--- config.mk ---
export PLATFORM = sky130hd
export DESIGN_NAME = instr_fetch
export DESIGN_NICKNAME = d
export VERILOG_FILES = /design/src/rtl/instr_fetch.sv
export SDC_FILE = /design/constraint.sdc
export NUM_CORES = 1
export LEC_CHECK = 0
export CAP_MARGIN = 20
export CORE_MARGIN = 2
export CORE_UTILIZATION = 32
export DETAILED_ROUTE_END_ITERATION = 6
export SYNTH_ARGS = -nofsm -noshare
export SYNTH_HDL_FRONTEND = slang
export SYNTH_SLANG_ARGS = --single-unit
--- constraint.sdc ---
create_clock -name clk_i -period 1.9 [get_ports clk_i]
set_input_delay 0.19 -clock clk_i [delete_from_list [all_inputs] [get_ports clk_i]]
set_output_delay 0.19 -clock clk_i [all_outputs]
set_load 0.02 [all_outputs]
--- src/rtl/instr_fetch.sv ---
// Fetch-stage front end: owns the PC, addresses the combinational instruction
// memory and registers the returned word with its PC into the IF/ID register.
module instr_fetch #(
  parameter logic [31:0] RESET_PC  = 32'h0000_0000,
  parameter int          MEM_BYTES = 1024,
  parameter logic [31:0] NOP_INSTR = 32'h0000_0013
) (
  input  logic        clk_i,
  input  logic        rst_n_i,
  input  logic        stall_i,
  input  logic        redirect_i,
  input  logic [31:0] redirect_pc_i,
  output logic [31:0] mem_addr_o,
  input  logic [31:0] mem_instr_i,
  output logic [31:0] instr_o,
  output logic [31:0] pc_o,
  output logic [31:0] pc_plus4_o,
  output logic        valid_o,
  output logic        fault_o,
  output logic [31:0] fault_pc_o
);

  localparam logic [31:0] LAST_ADDR = 32'(MEM_BYTES - 4);

  typedef enum logic {RUN, FAULT} state_t;

  typedef struct packed {
    logic [31:0] instr;
    logic [31:0] pc;
    logic [31:0] pc4;
    logic        valid;
  } ifid_t;

  state_t      state_q, state_d;
  logic [31:0] pc_q, pc_d;
  ifid_t       ifid_q, ifid_d;
  logic        fault_q, fault_d;
  logic [31:0] fault_pc_q, fault_pc_d;
  logic        addr_ok;

  // Misaligned or past-the-end PCs (including ones near 2^32) never reach memory use.
  assign addr_ok = (pc_q[1:0] == 2'b00) && (pc_q <= LAST_ADDR);

  always_comb begin
    state_d    = state_q;
    pc_d       = pc_q;
    ifid_d     = ifid_q;
    fault_d    = fault_q;
    fault_pc_d = fault_pc_q;
    case (state_q)
      RUN: begin
        if (redirect_i) begin
          pc_d         = redirect_pc_i;
          ifid_d.valid = 1'b0;
          ifid_d.instr = NOP_INSTR;
        end else if (!stall_i) begin
          if (addr_ok) begin
            ifid_d.instr = mem_instr_i;
            ifid_d.pc    = pc_q;
            ifid_d.pc4   = pc_q + 32'd4;
            ifid_d.valid = 1'b1;
            pc_d         = pc_q + 32'd4;
          end else begin
            state_d      = FAULT;
            fault_d      = 1'b1;
            fault_pc_d   = pc_q;
            ifid_d.valid = 1'b0;
            ifid_d.instr = NOP_INSTR;
          end
        end
      end
      FAULT: begin
        ifid_d.valid = 1'b0;
        if (redirect_i) begin
          pc_d    = redirect_pc_i;
          fault_d = 1'b0;
          state_d = RUN;
        end
      end
      default: state_d = RUN;
    endcase
  end

  always_ff @(posedge clk_i or negedge rst_n_i) begin
    if (!rst_n_i) begin
      state_q      <= RUN;
      pc_q         <= RESET_PC;
      ifid_q.instr <= NOP_INSTR;
      ifid_q.pc    <= 32'd0;
      ifid_q.pc4   <= 32'd0;
      ifid_q.valid <= 1'b0;
      fault_q      <= 1'b0;
      fault_pc_q   <= 32'd0;
    end else begin
      state_q    <= state_d;
      pc_q       <= pc_d;
      ifid_q     <= ifid_d;
      fault_q    <= fault_d;
      fault_pc_q <= fault_pc_d;
    end
  end

  assign mem_addr_o = pc_q;
  assign instr_o    = ifid_q.instr;
  assign pc_o       = ifid_q.pc;
  assign pc_plus4_o = ifid_q.pc4;
  assign valid_o    = ifid_q.valid;
  assign fault_o    = fault_q;
  assign fault_pc_o = fault_pc_q;

endmodule

==> run_1/m2.png <==
Cells faint in the background.
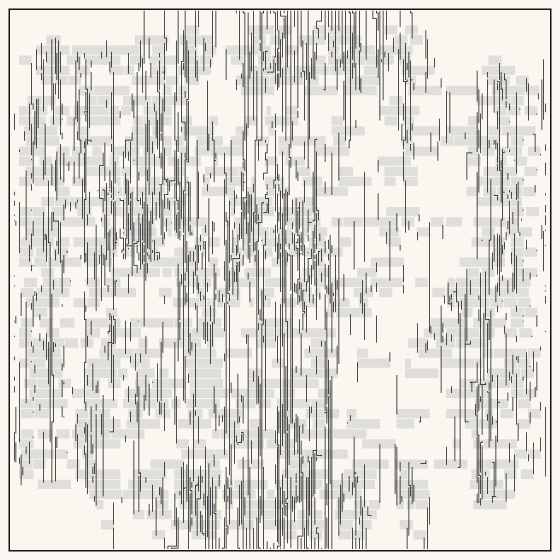
750 nets have wire on it. The layer carries 9010 µm of wire.

==> run_1/class_map.png <==
Fill, decap, tap and diode cells in grey.
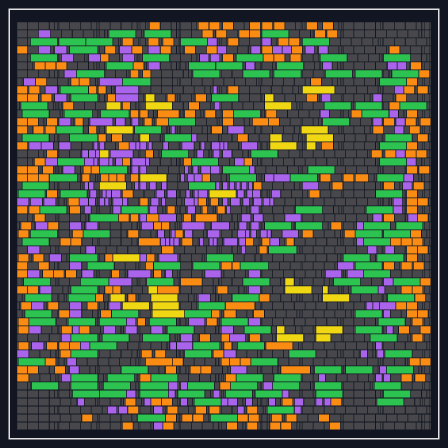
Key: clock drivers and dummy loads = yellow [cells 32, share of their area 6.1%]; remaining buffers and delay cells = orange [cells 303, share of their area 30%]; remaining logic cells = purple [cells 271, share of their area 23%]; registers = green [cells 161, share of their area 41%]

==> run_1/placed.png <==
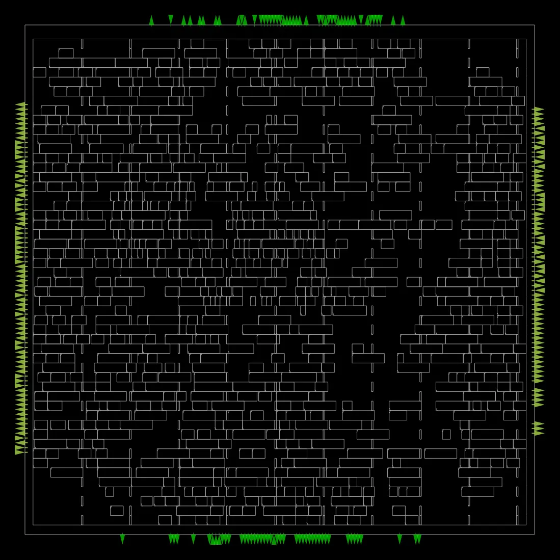
utilization after layout: 0.529
FFs & Latches: 161
Core Footprint: 19500 µm²

==> out/results.tsv, run 1 <==
metric	value	unit
cts_tree	built	
peakVddDrop	0.623	mV
switching_share	0.272	
clock_buffers	20	
r2r-end	pc_o[5]$_DFFE_PN0P_	
lay_top_cells	clkdlybuf4s50_1, dfrtp_1, buf_4	
well_tap_count	265	
yosys_cells	464	
maxSlewHeadroom	0.704	
synthArstFlopShare	1.00	
hold_path.class	in2async	
maxCapViolations	0	
openroad.warnings	29	
p_comb_frac	0.199	
rsz0062_at_grt	yes	
dieArea	21200	µm²
ant_nets	0	
n_all_inverters	7	
cts_sinks	161	
required	2.20	ns
crit_type	reg2reg	
finalClockPeriodUsage	1.08	
gp_congestion	0.817	
fmax	487	MHz
crit_chain	nor4_4, nand4_4, or4_4, buf_12, mux2_4	
htreeDepth	4	
critPathCaptureType	register	
power.density	895	nW/µm²
grt-ovfl-total	0	
dominant_cells	sequential cells	
initCoreUtil	0.328	
crit_fanout	15	
setup_slack	-0.153	ns
critPathTopFamily	simple AND/OR/NAND/NOR gates	
comb_share	0.222	
io_buffers	229	
drt_first_pass_iters	7	
grt_max_degree	67	
clkSlewWorstSetupHoldPaths	0.07	ns
ys_ff	161	
syn_to_final_growth	61.4	%
switchingPower	0.00252	W
top_cells_by_count	dfrtp_1, mux2_2, and2_1	
setup_viol	125	
fin_crit	2.05	ns
n_all_buffers	303	
violations	negative setup slack	
topCellsByArea	dfrtp_1, mux2_2, and2_1	
arrival	2.35	ns
layout.buffer.nonclock.area_share	0.292	
synth_top_area_share	0.618	
cpMaxStageDelayCell	or4_4	
ios	230	
hpwl	13200	µm
hold_violations	0	
grt_use_total	0.176	
die_x	145	µm
first_iter_violations	149	
enable_flop_cells	0	
status	complete, but fails checks	
die_y	145	µm
fp_nets	533	
p_leak	4.49	nW
synth_cell_type_count	48	
lay_top_count	clkdlybuf4s50_1	
p_int	0.00672	W
wire_per_inst	18.2	µm
drc	0	
grt_pass1_wl	29400	µm
pwr-share-seq	0.421	
reg2reg_depth	5	
crit_buf_inv	1	
antennaDiodeCount	1	
drive_gt1_frac	0.284	
syn_area_per_cell	13.8	µm²
seq_area	4050	µm²
syn_area	6400	µm²
vias	4884	
rows	51	
ys_seq_frac	0.630	
synth_chip_area	6400	µm²
whs	0.255	ns
ys_warn_count	0	
root_buffer	clkbuf_16	
insertion_delay	0.42	ns
top_area_cell	dfrtp_1	
nMultiInputCombCells	264	
first_global_vias	5193	
synth_top_cell_by_count	dfrtp_1	
r2r-start	mem_addr_o[17]$_DFFE_PN0P_	
yosys_most_used_dff	dfrtp_1	
synthCells	464	
worst_slew_pin_slew	0.444	ns
cts_buffers	17	
ctsLongestPathBuffers	2	
routed_wl	18800	µm
vias_per_cell	4.73	
## run 1: per-layer routing
layer	GRT usage	wire, µm	vias to the layer above
li1	-	-	2248
met1	0.225	8090	2426
met2	0.283	9010	188
met3	0.0605	1420	20
met4	0.0574	300	2
met5	0	11	-
## run 1: power groups by stage
stage / Combinational (W) / Sequential [W] / Clock, W
global route: 0.00196 / 0.00392 / 0.00379
finish: 0.00184 / 0.00389 / 0.00351
detailed placement: 0.00184 / 0.00395 / 0
floorplan: 0.000435 / 0.00428 / 0
CTS: 0.00185 / 0.00389 / 0.00361
global placement: 0.00183 / 0.00394 / 0
## run 1: how the worst max path moves through the flow
stage | depth (start not counted) | from | to | slack [ns]
after detailed placement | 5 | mem_addr_o[17]$_DFFE_PN0P_ | pc_o[3]$_DFFE_PN0P_ | -0.20
after CTS | 5 | mem_addr_o[21]$_DFFE_PN0P_ | pc_plus4_o[3]$_DFFE_PN0P_ | -0.15
final | 5 | mem_addr_o[17]$_DFFE_PN0P_ | pc_o[5]$_DFFE_PN0P_ | -0.15
after floorplan | 5 | mem_addr_o[17]$_DFFE_PN0P_ | pc_o[2]$_DFFE_PN0P_ | -0.19
after global placement | 5 | mem_addr_o[17]$_DFFE_PN0P_ | pc_o[4]$_DFFE_PN0P_ | -0.16
after global routing | 5 | mem_addr_o[28]$_DFFE_PN0P_ | pc_o[9]$_DFFE_PN0P_ | -0.19
## run 1: cell families (layout without fill, tap and decap cells)
group | after synthesis | after routing | share of synthesized area
AND-OR/OR-AND | 71 | 71 | 0.0852
adder cells (fa/ha/maj) | 1 | 1 | 0.00195
buffers and inverters | 39 | 342 | 0.0311
multiplexers | 65 | 65 | 0.120
other | 0 | 1 | 0
AND/OR/NAND/NOR | 120 | 120 | 0.123
XOR/XNOR | 7 | 7 | 0.00958
flip-flops | 161 | 161 | 0.630
## run 1: what timing repair did
action                                 4_1_cts  5_1_grt
pin swaps                                    2       18
buffers inserted                             2        5
endpoints found under the hold margin       42        0
hold buffers                                 1        0
gates cloned                                 2        3
setup endpoints to repair                  129      136
gates resized                                6       24
## run 1: worst register-to-register path, cell delays in order (launching register included)
cell and delay [ns]:
dfrtp_2 0.42, nor4_4 0.35, nand4_4 0.16, or4_4 0.51, buf_12 0.19, mux2_4 0.30
## run 1: flip-flops by register name, indices dropped and copies added (netlist names)
| register | flops |
|---|---|
| mem_addr_o | 32 |
| pc_o | 32 |
| valid_o | 1 |
| state_q | 1 |
| pc_plus4_o | 30 |
| instr_o | 32 |
| fault_o | 1 |
| fault_pc_o | 32 |
## run 1: stage by stage
stage               instances  total power [W]  setup TNS, ns  worst slack (ns)  instance area, µm²
global route             1033          0.00967         -18.30            -0.191               10300
CTS                      1024          0.00936         -13.87            -0.154               10200
floorplan                 464          0.00471         -12.37            -0.185                6490
detailed placement        987          0.00579         -14.42            -0.199                9460
global placement          987          0.00576          -9.88            -0.161                9460
finish                   1033          0.00924         -11.96            -0.153               10300
--- run 2 (diff from run 1) ---
Settings changed: SLEW_MARGIN set to 20.
==> run_2/port_trees.png <==
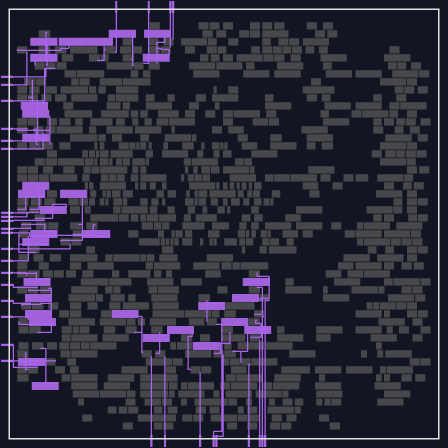
Key: fault_pc_o = purple [bits 32, direction output, edge 19 left, 9 bottom, 4 top, end cells 32, buffers 32, wire 1110 µm]

==> run 2 against run 1 <==
  * Critical path type unchanged
  * Cell count is the same
  * Sequential power about the same
  * Non-clock buffer count is the same
  * Clock-buffer cell count did not move
  * Routed wire length unchanged
  * Largest power group unchanged
  * Highest routed layer unchanged
  * Via count is the same
  * Flip-flop count unchanged
  * The run still ends with negative setup slack left
  * Area after synthesis stayed put
  * First-iteration DRC count unchanged
  * Clock power about the same
  * Maximum frequency did not move
==> out/results.tsv, run 2 <==
metric	value	unit
peakVddDrop	0.623	mV
hpwl	13200	µm
power.density	895	nW/µm²
whs	0.255	ns
synthCells	464	
cp-start-kind	register	
fin_crit	2.05	ns
vias	4884	
finalClockPeriodUsage	1.08	
arrival	2.35	ns
drv_slew	0	
die_y	145	µm
wire_per_inst	18.2	µm
r2r-start	mem_addr_o[17]$_DFFE_PN0P_	
first_iter_violations	149	
htreeDepth	4	
reg2reg_depth	5	
grt-ovfl-total	0	
syn_area	6400	µm²
p_leak	4.49	nW
synth_cell_type_count	48	
drive_gt1_frac	0.284	
grt_antenna_before_repair	2	
grt_pass1_wl	29400	µm
setup_viol	125	
reg2reg_slack	-0.15	ns
grt_max_degree	67	
clkSlewWorstSetupHoldPaths	0.07	ns
cts_sinks	161	
setup_slack	-0.153	ns
hold_path.class	in2async	
r2r-end	pc_o[5]$_DFFE_PN0P_	
placed_cell_area	9460	µm²
maxCapViolations	0	
drt_first_pass_iters	7	
fmax	487	MHz
crit_fanout	15	
drc	0	
synth_chip_area	6400	µm²
lay_top_count	clkdlybuf4s50_1	
power	0.00924	W
fp_nets	533	
yosys_cells	464	
syn_to_final_growth	61.4	%
lay_top_cells	clkdlybuf4s50_1, dfrtp_1, buf_4	
top_cells_by_count	dfrtp_1, mux2_2, and2_1	
violations	negative setup slack	
openroad.warnings	29	
routed_wl	18800	µm
fin_nets	823	
rows	51	
ios	230	
yosys_most_used_dff	dfrtp_1	
ys_seq_frac	0.630	
maxSlewHeadroom	0.704	
dieArea	21200	µm²
synthArstFlopShare	1.00	
initCoreUtil	0.328	
crit_chain	nor4_4, nand4_4, or4_4, buf_12, mux2_4	
crit_buf_inv	1	
critPathTopFamily	simple AND/OR/NAND/NOR gates	
enable_flop_cells	0	
critPathCaptureType	register	
ys_ff	161	
rsz0062_at_grt	yes	
syn_area_per_cell	13.8	µm²
ys_warn_count	0	
crit_path_max_incr_delay	0.51	ns
synth_top_area_share	0.618	
crit_type	reg2reg	
tns	-11.96	ns
vias_per_cell	4.73	
topCellsByArea	dfrtp_1, mux2_2, and2_1	
nFillCells	1709	
synth_top_cell_by_count	dfrtp_1	
first_global_vias	5193	
root_buffer	clkbuf_16	
status	complete, but fails checks	
grt_use_total	0.176	
required	2.20	ns
core	19500	µm²
cts_tree	built	
top_area_cell	dfrtp_1	
hold_violations	0	
worst_slew_pin_slew	0.444	ns
cpMaxStageDelayCell	or4_4	
final_area	10300	µm²
io_buffers	229	
clock_skew	0.0128	ns
gp_congestion	0.817	
die_x	145	µm
ctsLongestPathBuffers	2	
cts_buffers	17	
ant_nets	0	
insertion_delay	0.42	ns
## run 2: how the worst max path moves through the flow
stage / start / to / slack [ns] / cells past startpoint
after CTS: mem_addr_o[21]$_DFFE_PN0P_ / pc_plus4_o[3]$_DFFE_PN0P_ / -0.15 / 5
after detailed placement: mem_addr_o[17]$_DFFE_PN0P_ / pc_o[3]$_DFFE_PN0P_ / -0.20 / 5
after global placement: mem_addr_o[17]$_DFFE_PN0P_ / pc_o[4]$_DFFE_PN0P_ / -0.16 / 5
final: mem_addr_o[17]$_DFFE_PN0P_ / pc_o[5]$_DFFE_PN0P_ / -0.15 / 5
after floorplan: mem_addr_o[17]$_DFFE_PN0P_ / pc_o[2]$_DFFE_PN0P_ / -0.19 / 5
after global routing: mem_addr_o[28]$_DFFE_PN0P_ / pc_o[9]$_DFFE_PN0P_ / -0.19 / 5
## run 2: cell families after synthesis
| logic type | Yosys count | synth area share |
|---|---|---|
| muxes | 65 | 0.120 |
| xor gates and xnor gates | 7 | 0.00958 |
| AOI/OAI and AO/OA | 71 | 0.0852 |
| DFF | 161 | 0.630 |
| buffers and inverters | 39 | 0.0311 |
| adders and majority gates | 1 | 0.00195 |
| and+or+nand+nor | 120 | 0.123 |
## run 2: report_power, final
group	internal [W]	switching [W]
clock network	0.00207	0.00144
logic	0.000956	0.000882
registers	0.00370	0.000195
## run 2: metal layers
| metal | vias to the layer above | routed length [µm] | GRT usage |
|---|---|---|---|
| met5 | - | 11 | 0 |
| met1 | 2426 | 8090 | 0.225 |
| li1 | 2248 | - | - |
| met3 | 20 | 1420 | 0.0605 |
| met2 | 188 | 9010 | 0.283 |
| met4 | 2 | 300 | 0.0574 |
## run 2: layout make-up
type	count	area, µm²	area share
well taps	265	332	0.0321
flip-flops and latches	161	4050	0.392
repair buffers	303	3020	0.292
diodes	1	2.50	0.000242
clock inverters	12	145	0.0140
inverters	7	26.3	0.00254
multi-input cells	264	2290	0.222
clock buffers	20	467	0.0452
## run 2: per-stage QoR
step | worst slack (ns) | utilization | std cells
2_1_floorplan | -0.185 | - | 464
3_5_place_dp | -0.199 | 0.484 | 987
5_1_grt | -0.191 | 0.529 | 1033
6_report | -0.153 | 0.529 | 1033
3_3_place_gp | -0.161 | 0.484 | 987
4_1_cts | -0.154 | 0.521 | 1024
## run 2: repair_timing
action | CTS | global route
resized | 6 | 24
buffers inserted | 2 | 5
cloned | 2 | 3
hold buffers | 1 | 0
hold endpoints to repair | 42 | 0
pin swaps | 2 | 18
setup endpoints to repair | 129 | 136
==> run_2/m3.png <==
The bar under the picture is 50 µm long.
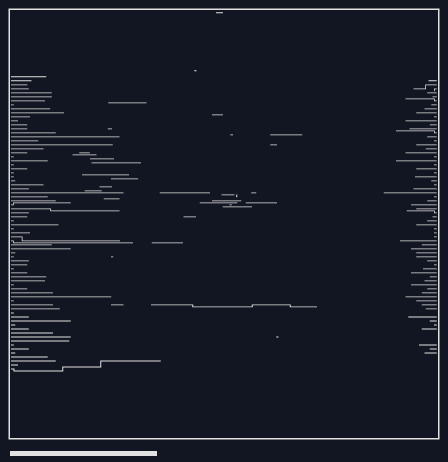

--- run 3 (diff from run 2) ---
Settings changed: CORE_UTILIZATION 32 to 40, PLACE_DENSITY set to 0.76.
==> run_3/m3.png <==
The bar under the picture is 50 µm long.
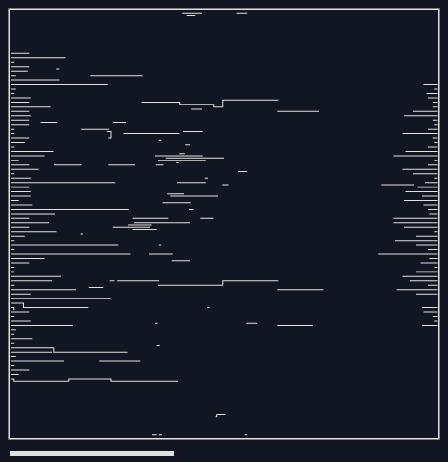
The layer carries 1390 µm of wire. 157 nets have wire on it.
met3 GRT Util: 0.0688
WL final: 18600 µm

==> run 3 against run 2 <==
  * The run still ends with negative setup slack left
  * Total power shrank 1.2%
  * Register-to-register slack hardly changed
  * Utilization up 13 points
  * Flip-flop count unchanged
  * Global-route usage rose by 3.9 points
  * Critical path depth rose by 2
  * Synthesized cell count stayed put
  * Non-clock buffer count shrank 3
  * Sequential share of layout area hardly changed
  * Die size is 19% lower
==> out/results.tsv, run 3 <==
metric	value	unit
status	complete, but fails checks	
violations	negative setup slack	
grt_pass1_wl	27900	µm
die_y	131	µm
yosys_cells	464	
drt_first_pass_iters	5	
synth_top_area_share	0.618	
ys_warn_count	0	
lay_top_count	clkdlybuf4s50_1	
gp_congestion	0.852	
ctsLongestPathBuffers	2	
cpMaxStageDelayCell	dfrtp_2	
ys_seq_frac	0.630	
crit_path_max_incr_delay	0.42	ns
cts_tree	built	
maxCapViolations	0	
crit_buf_inv	3	
dieArea	17000	µm²
ant_nets	0	
io_buffers	229	
power.density	884	nW/µm²
syn_to_final_growth	61.3	%
ios	230	
required	2.20	ns
syn_area	6400	µm²
die_x	131	µm
setup_viol	123	
core	15800	µm²
topCellsByArea	dfrtp_1, mux2_2, and2_1	
final_cells	980	
first_iter_violations	308	
rsz0062_at_grt	yes	
dp_cells	937	
synthArstFlopShare	1.00	
vias_per_cell	5.01	
cts_sinks	161	
synthCells	464	
grt_antenna_before_repair	0	
finalClockPeriodUsage	1.09	
hold_path.class	in2async	
crit_fanout	10	
openroad.warnings	29	
drc	0	
insertion_delay	0.42	ns
initCoreUtil	0.406	
critPathCaptureType	register	
top_area_cell	dfrtp_1	
setup_slack	-0.167	ns
cts_buffers	17	
peakVddDrop	0.548	mV
p_leak	4.56	nW
hpwl	13000	µm
fin_nets	820	
vias	4908	
grt_max_degree	59	
critPathTopFamily	simple AND/OR/NAND/NOR gates	
placed_cell_area	9410	µm²
synth_chip_area	6400	µm²
synth_top_cell_by_count	dfrtp_1	
top_cells_by_count	dfrtp_1, mux2_2, and2_1	
arrival	2.37	ns
enable_flop_cells	0	
nFillCells	1178	
drv_slew	0	
final_area	10300	µm²
lay_top_cells	clkdlybuf4s50_1, dfrtp_1, buf_4	
clock_skew	0.00781	ns
fmax	484	MHz
run 3: cell count changes in the layout (fill, tap and decap cells not counted), sizes merged, moves of 2 or more:
cell,change
buf,-2
clkinv,+2
clkinvlp,+2
inv,-3
run 3: final timing paths:
kind | endpoint | depth (start not counted) | slack, ns | from
worst max-delay path | fault_pc_o[22]$_DFFE_PN0P_ | 7 | -0.17 | mem_addr_o[0]$_DFFE_PN0P_
worst min-delay path | fault_pc_o[19]$_DFFE_PN0P_ | 2 | 0.31 | rst_n_i
worst max register to register | fault_pc_o[22]$_DFFE_PN0P_ | 7 | -0.17 | mem_addr_o[0]$_DFFE_PN0P_
worst min register to register | pc_o[18]$_DFFE_PN0P_ | 1 | 0.49 | pc_o[18]$_DFFE_PN0P_
max in group asynchronous | instr_o[23]$_DFFE_PN0P_ | 3 | 0.89 | rst_n_i
min in group clk_i | instr_o[4]$_DFFE_PN1P_ | 2 | 0.33 | mem_instr_i[4]
run 3: worst reg2reg max path, delay by kind of cell (launching register included):
| family | cells | cell delay (ns) |
|---|---|---|
| flops | 1 | 0.42 |
| mux | 1 | 0.34 |
| buf+inv | 3 | 0.46 |
| simple gates | 2 | 0.54 |
| compound gates | 1 | 0.18 |
run 3: metal layers:
metal / part of all wire / vias up / GRT usage
met3: 0.075 / 37 / 0.0688
met5: 0 / - / 0
met1: 0.40 / 2414 / 0.267
li1: - / 2240 / -
met4: 0.029 / 0 / 0.0857
met2: 0.49 / 217 / 0.353
run 3: logic make-up after synthesis:
kind of cell | after synthesis | share of synthesized area
mux | 65 | 0.120
flops | 161 | 0.630
buf+inv | 39 | 0.0311
simple gates | 120 | 0.123
compound gates | 71 | 0.0852
xor+xnor | 7 | 0.00958
fa+ha+maj | 1 | 0.00195
run 3: per-stage QoR:
stage / power, W / util
3_3_place_gp: 0.00575 / 0.597
2_1_floorplan: 0.00471 / -
3_5_place_dp: 0.00579 / 0.597
6_report: 0.00913 / 0.655
5_1_grt: 0.00950 / 0.655
4_1_cts: 0.00913 / 0.643
run 3: repair_timing:
item / CTS / global route
resized: 28 / 33
hold buffers: 1 / 0
pin swaps: 10 / 10
endpoints found under the hold margin: 52 / 0
setup buffers: 1 / 5
gates cloned: 2 / 2
endpoints found under the setup margin: 130 / 132
run 3: final cells by class:
| type | count | area, µm² | share of cell area |
|---|---|---|---|
| Clock buffer | 20 | 467 | 0.0452 |
| Clock inverter | 12 | 108 | 0.0104 |
| Inverter | 7 | 26.3 | 0.00254 |
| Multi-Input combinational cell | 264 | 2370 | 0.229 |
| Sequential cell | 161 | 4050 | 0.392 |
| Tap cell | 216 | 270 | 0.0262 |
| Timing Repair Buffer | 300 | 3040 | 0.294 |
run 3: where the power goes:
group          internal [W]  switching, W
sequential          0.00370      0.000201
clock               0.00191       0.00139
combinational       0.00101      0.000917
Power figures rest on the tool's default switching activity, not on a simulated workload.
